<file path="config.mk">
export PLATFORM = sky130hd
export DESIGN_NAME = alu_issue_seq
export DESIGN_NICKNAME = d
export VERILOG_FILES = /design/src/rtl/alu_issue_seq.sv
export SDC_FILE = /design/constraint.sdc
export NUM_CORES = 1
export LEC_CHECK = 0
export ABC_CLOCK_PERIOD_IN_PS = 2000
export CAP_MARGIN = 20
export CORE_MARGIN = 5
export CORE_UTILIZATION = 30
export DETAILED_ROUTE_END_ITERATION = 16
export PLACE_DENSITY = 0.57
export SLEW_MARGIN = 0
export SYNTH_ARGS = -nofsm -noshare
export SYNTH_HDL_FRONTEND = slang
export SYNTH_SLANG_ARGS = --single-unit
</file>
<file path="constraint.sdc">
create_clock -name clk -period 2 [get_ports clk]
set_input_delay 0.4 -clock clk [delete_from_list [all_inputs] [get_ports clk]]
set_output_delay 0.4 -clock clk [all_outputs]
set_load 0.05 [all_outputs]
</file>
<file path="src/rtl/alu_issue_seq.sv">
// Issue sequencer for the 9-bit, 16-opcode combinational ALU.
// Serializes register-to-register instructions through IDLE -> EXEC -> WB.
// It reads operands from an internal register file and registers the ALU inputs.
// It captures the ALU result after one full cycle and writes it back.
// Divide/modulo by zero is trapped to an all-ones result.
module alu_issue_seq #(
  parameter int DW   = 9,
  parameter int NREG = 8,
  parameter int AW   = 3
) (
  input  logic          clk,
  input  logic          rst_n,
  input  logic          instr_valid,
  output logic          instr_ready,
  input  logic [3:0]    instr_op,
  input  logic [AW-1:0] instr_rd,
  input  logic [AW-1:0] instr_rs1,
  input  logic [AW-1:0] instr_rs2,
  output logic [DW-1:0] alu_a,
  output logic [DW-1:0] alu_b,
  output logic [3:0]    alu_s,
  input  logic [DW-1:0] alu_out,
  input  logic          ld_en,
  input  logic [AW-1:0] ld_addr,
  input  logic [DW-1:0] ld_data,
  input  logic [AW-1:0] dbg_addr,
  output logic [DW-1:0] dbg_data,
  output logic          wb_valid,
  output logic [AW-1:0] wb_rd,
  output logic [DW-1:0] wb_data,
  output logic          div0_err
);

  typedef enum logic [1:0] {S_IDLE, S_EXEC, S_WB} state_t;

  state_t        r_state;
  state_t        w_next;
  logic [DW-1:0] r_rf [NREG];
  logic [DW-1:0] r_alu_a;
  logic [DW-1:0] r_alu_b;
  logic [3:0]    r_alu_s;
  logic [AW-1:0] r_rd;
  logic          r_div0;
  logic [DW-1:0] r_result;
  logic [DW-1:0] w_rs1_data;
  logic [DW-1:0] w_rs2_data;
  logic          w_accept;

  // Opcodes that take only operand A; B is forced to zero for these.
  function automatic logic is_unary(input logic [3:0] op);
    case (op)
      4'b0111, 4'b1000, 4'b1100, 4'b1101, 4'b1110, 4'b1111: return 1'b1;
      default: return 1'b0;
    endcase
  endfunction

  // Divide or modulo with a zero divisor has no defined ALU result.
  function automatic logic is_div0(input logic [3:0] op, input logic [DW-1:0] b);
    return ((op == 4'b0011) || (op == 4'b0100)) && (b == '0);
  endfunction

  // Replace an undefined quotient/remainder with all ones.
  function automatic logic [DW-1:0] trap_result(input logic div0, input logic [DW-1:0] res);
    return div0 ? '1 : res;
  endfunction

  assign w_rs1_data = r_rf[instr_rs1];
  assign w_rs2_data = r_rf[instr_rs2];
  assign w_accept   = instr_valid && instr_ready;

  // FSM state register.
  always_ff @(posedge clk or negedge rst_n) begin
    if (!rst_n) r_state <= S_IDLE;
    else        r_state <= w_next;
  end

  // Next-state logic: fixed three-cycle sequence once an instruction is accepted.
  always_comb begin
    w_next = r_state;
    case (r_state)
      S_IDLE:  if (w_accept) w_next = S_EXEC;
      S_EXEC:  w_next = S_WB;
      S_WB:    w_next = S_IDLE;
      default: w_next = S_IDLE;
    endcase
  end

  // Output decode: handshake and writeback strobes depend on state only.
  always_comb begin
    instr_ready = 1'b0;
    wb_valid    = 1'b0;
    div0_err    = 1'b0;
    case (r_state)
      S_IDLE: instr_ready = 1'b1;
      S_WB: begin
        wb_valid = 1'b1;
        div0_err = r_div0;
      end
      default: ;
    endcase
  end

  // Operand/opcode registers and latched rd/div0, loaded only on accept.
  always_ff @(posedge clk or negedge rst_n) begin
    if (!rst_n) begin
      r_alu_a <= '0;
      r_alu_b <= '0;
      r_alu_s <= '0;
      r_rd    <= '0;
      r_div0  <= 1'b0;
    end else if (w_accept) begin
      r_alu_a <= w_rs1_data;
      r_alu_b <= is_unary(instr_op) ? '0 : w_rs2_data;
      r_alu_s <= instr_op;
      r_rd    <= instr_rd;
      r_div0  <= is_div0(instr_op, w_rs2_data);
    end
  end

  // Result capture at the end of EXEC, after a full cycle through the ALU.
  always_ff @(posedge clk or negedge rst_n) begin
    if (!rst_n)                r_result <= '0;
    else if (r_state == S_EXEC) r_result <= trap_result(r_div0, alu_out);
  end

  // Register file: preload in any state; the writeback is last, so it wins on a collision.
  always_ff @(posedge clk or negedge rst_n) begin
    if (!rst_n) begin
      for (int i = 0; i < NREG; i++) r_rf[i] <= '0;
    end else begin
      if (ld_en)             r_rf[ld_addr] <= ld_data;
      if (r_state == S_WB)   r_rf[r_rd]    <= r_result;
    end
  end

  assign alu_a    = r_alu_a;
  assign alu_b    = r_alu_b;
  assign alu_s    = r_alu_s;
  assign wb_rd    = r_rd;
  assign wb_data  = r_result;
  assign dbg_data = r_rf[dbg_addr];

endmodule

</file>
Cell outlines without signal wires:
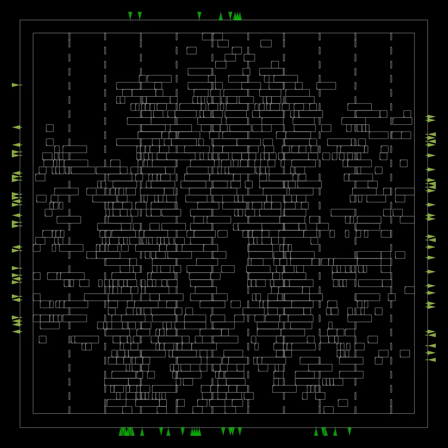
Std-Cell Core Area: 21600 µm²
Filler Cell Count: 2041
total number of sequential cells: 109
Layout Utilization: 0.414

Wire density map:
The die is cut into 31 by 31 equal tiles; black is low, pale yellow is high, scaled to the fullest tile. Values are wire area over tile area, all layers added.
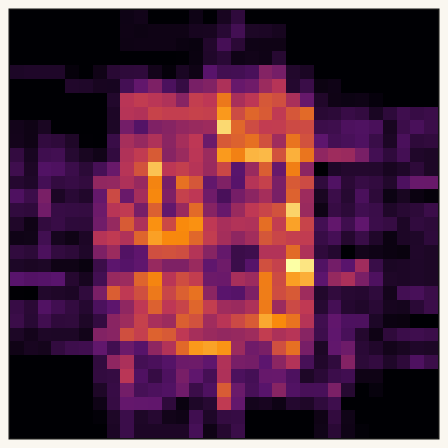
The emptiest ninth of the die: upper left. The fullest tile reaches 0.68. The densest ninth of the die: centre. 15% of the tiles are over half the peak.

Metal 3:
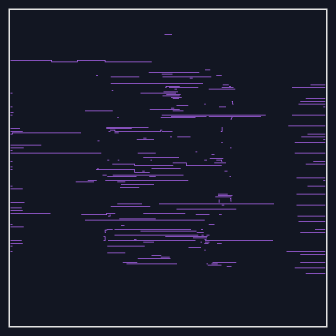
145 nets have wire on it. The layer carries 1940 µm of wire.

Nets reached from selected ports:
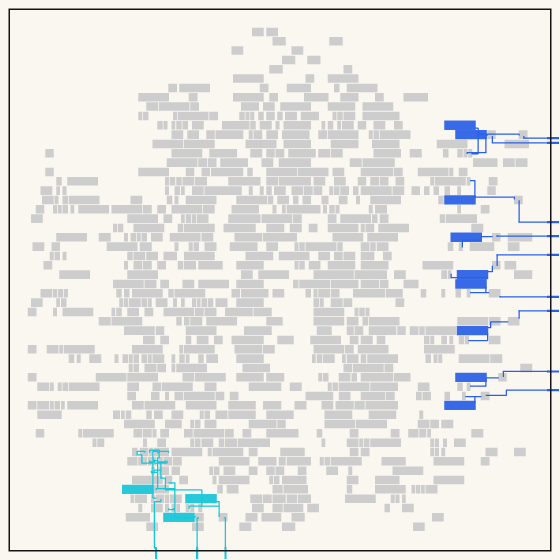
Key: blue = alu_a [bits 9, direction output, edge right, end cells 9, buffers 9, wire 251 µm]; cyan = wb_rd [bits 3, direction output, edge bottom, end cells 3, buffers 3, wire 163 µm]

==> qor_table.md <==
| Item | This run | Unit |
| --- | --- | --- |
| Result of the run | finished, violations left | - |
| Violations in the final reports | negative setup slack | - |
| Post-Layout Cell Count | 1027 | - |
| Final setup violating endpoints | 9 | - |
| Number of cells traversed by the worst hold path | 2 | - |
| Final nets | 785 | - |
| Slew Limit Headroom | 0.610 | - |
| Termination of the worst setup path | dbg_data[1] | - |
| HPWL reported at the end of detailed placement | 14500 | µm |
| Synthesized netlist cell count | 588 | - |
| Category of the critical setup timing path | flop to output pin | - |
| Fraction of standard cell area that is sequential | 0.304 | - |
| Die extent in y | 157 | µm |
| Final critical path time including I/O delays and setup | 2120 | ps |
| Dominant kind of cell by area | logic gates | - |
| Placed cell count | 944 | - |
| Share of cell area taken by multi-input logic gates | 0.400 | - |
| Largest driver fanout on the critical path | 2 | - |
| Startpoint type of the worst setup path | flop | - |
| Number of non-clock buffers in the layout | 204 | - |
| Capture instance of the worst register-to-register path | r_div0$_DFFE_PN0P_ | - |
| Static Leak | 0.00399 | µW |
| Number of resized instances in the post-cts repair step | 25 | - |
| Data arrival time of the worst path | 1720 | ps |
| Path category of the worst min-delay check | flop to flop | - |
| Cells along the critical path | mux4_2 -> mux2_4 -> buf_6 | - |
| Post-route DRC | 0 | - |
| Overall routing resource usage | 0.185 | - |
| Inverters excl. clock | 2 | - |
| CTS hold repair buffers | 1 | - |
| Antenna cells | 0 | - |
| Post-place instance area | 8010 | µm² |
| Number of buffers added on ports | 86 | - |
| GPL Wtd Cong | 0.874 | - |
| Final number of hold-violating endpoints | 0 | - |
| Proportion of layout cells with a drive suffix above 1 | 0.305 | - |
| Number of pins exceeding their max-slew limit in the final report | 0 | - |
| Count of nets left with antenna violations after detail routing | 0 | - |
| Number of maximum-capacitance violations | 0 | - |
| Required time at the worst-slack endpoint | 1600 | ps |
| Number of placed I/O pins | 87 | - |
| NonClk Buf Share | 0.221 | - |
| Distinct cells, synth | 36 | - |
| Routed Wire Length | 22400 | µm |
| Number of global-route vias before repair | 5569 | - |
| DR iter-0 viols | 563 | - |
| Count of multi-input gates | 418 | - |
| Largest clock skew in the final design | 7.48 | ps |
| Routed WL per cell | 21.8 | µm |
| Cell family contributing the most delay on the critical path | multiplexers | - |
| Hold path startpoint | alu_a[1]$_DFFE_PN0P_ | - |
| Level count of the clock H-tree | 3 | - |
| Final setup margin | -117 | ps |
| First-pass iteration count of the detailed router | 5 | - |
| Post-synthesis sequential area ratio | 0.419 | - |
| Wire length of the first global-routing pass | 34200 | µm |
| Synthesized cell area | 6510 | µm² |
| Multi-input gate area | 3580 | µm² |
| Maximum operating frequency | 0.472 | GHz |
| Ratio of total power to cell area | 1370 | nW/µm² |
| Total non-filler cell area in the finished layout | 8960 | µm² |
| Final Power | 12300 | µW |
| Worst Hold Slack | 477 | ps |
| Starting Density | 0.301 | - |
| Total setup buffers inserted after CTS | 60 | - |
| Kind of capture point of the worst setup path | output pin | - |
| Clock sink count | 109 | - |
| Reg-to-Reg Start | r_rf[37]$_DFF_PN0_ | - |
| Worst R2R Path Depth | 6 | - |
| Count of inserted tapcells | 280 | - |
| Unrepaired setup endpoints after global routing | yes | - |
| Critical path origin | r_rf[37]$_DFF_PN0_ | - |
| Commonest cells after routing, fill and taps aside | sky130_fd_sc_hd__buf_4, sky130_fd_sc_hd__dfrtp_1, sky130_fd_sc_hd__nand2_1 | - |
| Vias per cell | 5.37 | - |
| Slew at the pin with the worst max-slew slack | 584 | ps |
| Root Buffer Master | sky130_fd_sc_hd__clkbuf_16 | - |
| Worst path bufs/invs | 1 | - |
| Synthesis-to-finish area growth | 37.6 | % |
| IR Drop Worst-Case VDD | 0.499 | mV |
| Logic depth of the worst path, buffers included | 3 | - |
| Pin count of the biggest net entering global routing | 41 | - |
| Biggest area contributors in the synthesized netlist | sky130_fd_sc_hd__dfrtp_1, sky130_fd_sc_hd__mux2i_1, sky130_fd_sc_hd__mux4_2, sky130_fd_sc_hd__mux4_1, sky130_fd_sc_hd__nand2_1 | - |
| Final clock period utilization by the worst path | 1.06 | - |
| Clock tree from TritonCTS | yes | - |
| Total Negative Setup Slacks | -760 | ps |
| Clock buffer cells | 10 | - |
| Largest buffer count on any clock path | 2 | - |
| Sum of overflow across all layers after global routing | 0 | - |
| Initial antenna violation count | 0 | - |
| Max-area cell share | 0.419 | - |
| Rows | 54 | - |
| Cell type contributing the most total cell area after synthesis | sky130_fd_sc_hd__dfrtp_1 | - |
| Register bit count reported by yosys | 109 | - |
| FF+latch area | 2730 | µm² |
| Insertion delay at the late pin of the worst-skew pair | 360 | ps |
| Slowest cell on the critical path | sky130_fd_sc_hd__mux4_2 | - |
| Clk tree area frac | 0.0349 | - |
| R2R Setup Slk | 120 | ps |
| Tally of yosys warning messages | 0 | - |
| Mean Syn Cell Area | 11.1 | µm² |
| Worst hold endpoint | alu_a[1]$_DFFE_PN0P_ | - |
| Delay of the slowest cell on the worst path | 470 | ps |
| Total die area | 24800 | µm² |
| Most numerous logic cell after layout | sky130_fd_sc_hd__buf_4 | - |
| Clock transition at the registers of the reported paths | 70 | ps |
| Area figure in the yosys stat output | 6510 | µm² |
| CTS buffer count | 9 | - |
| Pre-CTS setup slack | -547 | ps |
| Horizontal die dimension | 157 | µm |
| Number of logged tool warnings | 28 | - |
| Via Count | 5515 | - |
| Number of cells in Yosys stat | 588 | - |
| Synth Net Count | 629 | - |
-- layer usage --
| metal | global-route usage | vias to the layer above | routed length (µm) |
|---|---|---|---|
| met5 | 0 | - | 0 |
| met4 | 0.0643 | 0 | 590 |
| met3 | 0.0393 | 43 | 1940 |
| met2 | 0.292 | 298 | 10300 |
| met1 | 0.253 | 2713 | 9530 |
| li1 | - | 2461 | - |
-- worst reg2reg max path: cells and delay by family, from the launching register on --
| family | cells | cell delay [ps] |
|---|---|---|
| DFF | 1 | 420 |
| and+or+nand+nor | 1 | 120 |
| AOI/OAI and AO/OA | 1 | 230 |
| muxes | 2 | 700 |
| buffers and inverters | 2 | 330 |
-- cell families after synthesis --
group,after synthesis,synth area share
buffers and inverters,61,0.0417
muxes,153,0.350
DFF,109,0.419
and+or+nand+nor,162,0.108
AOI/OAI and AO/OA,103,0.0820
-- Yosys cell counts --
| master | n |
|---|---|
| sky130_fd_sc_hd__nand3_1 | 2 |
| sky130_fd_sc_hd__buf_6 | 1 |
| sky130_fd_sc_hd__or3b_2 | 1 |
| sky130_fd_sc_hd__a221o_1 | 1 |
| sky130_fd_sc_hd__a21oi_1 | 36 |
| sky130_fd_sc_hd__nand3b_1 | 3 |
| sky130_fd_sc_hd__nand2b_1 | 1 |
| sky130_fd_sc_hd__mux2i_1 | 90 |
| sky130_fd_sc_hd__buf_4 | 1 |
| sky130_fd_sc_hd__clkbuf_1 | 32 |
| sky130_fd_sc_hd__mux4_1 | 16 |
| sky130_fd_sc_hd__o31ai_2 | 1 |
| sky130_fd_sc_hd__nand4_1 | 3 |
| sky130_fd_sc_hd__nand4b_1 | 3 |
| sky130_fd_sc_hd__mux4_2 | 38 |
| sky130_fd_sc_hd__buf_1 | 12 |
| sky130_fd_sc_hd__nor2b_1 | 2 |
| sky130_fd_sc_hd__dfrtp_1 | 109 |
| sky130_fd_sc_hd__mux2_2 | 9 |
| sky130_fd_sc_hd__clkbuf_2 | 2 |
| sky130_fd_sc_hd__o21ai_0 | 63 |
| sky130_fd_sc_hd__inv_1 | 1 |
| sky130_fd_sc_hd__and3_1 | 1 |
| sky130_fd_sc_hd__nor3b_2 | 2 |
| sky130_fd_sc_hd__a21o_1 | 1 |
| sky130_fd_sc_hd__buf_12 | 1 |
| sky130_fd_sc_hd__nor3b_1 | 1 |
| sky130_fd_sc_hd__clkinv_1 | 1 |
| sky130_fd_sc_hd__nor4bb_1 | 2 |
| sky130_fd_sc_hd__and2_1 | 1 |
| sky130_fd_sc_hd__nor3_1 | 1 |
| sky130_fd_sc_hd__a22o_1 | 1 |
| sky130_fd_sc_hd__nor4b_1 | 1 |
| sky130_fd_sc_hd__nand2_1 | 88 |
| sky130_fd_sc_hd__buf_2 | 10 |
| sky130_fd_sc_hd__nor2_1 | 50 |
-- registers in the layout (all words and copies together), names as in the netlist --
signal   flops
alu_a        9
wb_data      9
r_state      2
r_rf        72
alu_s        4
r_div0       1
alu_b        9
wb_rd        3
-- report_power, final --
part	internal (µW)	switching [µW]
sequential	3140	849
clock	1120	832
combinational	3140	3200
total	7390	4880
No activity file was given, so power comes from the tool's default toggle rates.
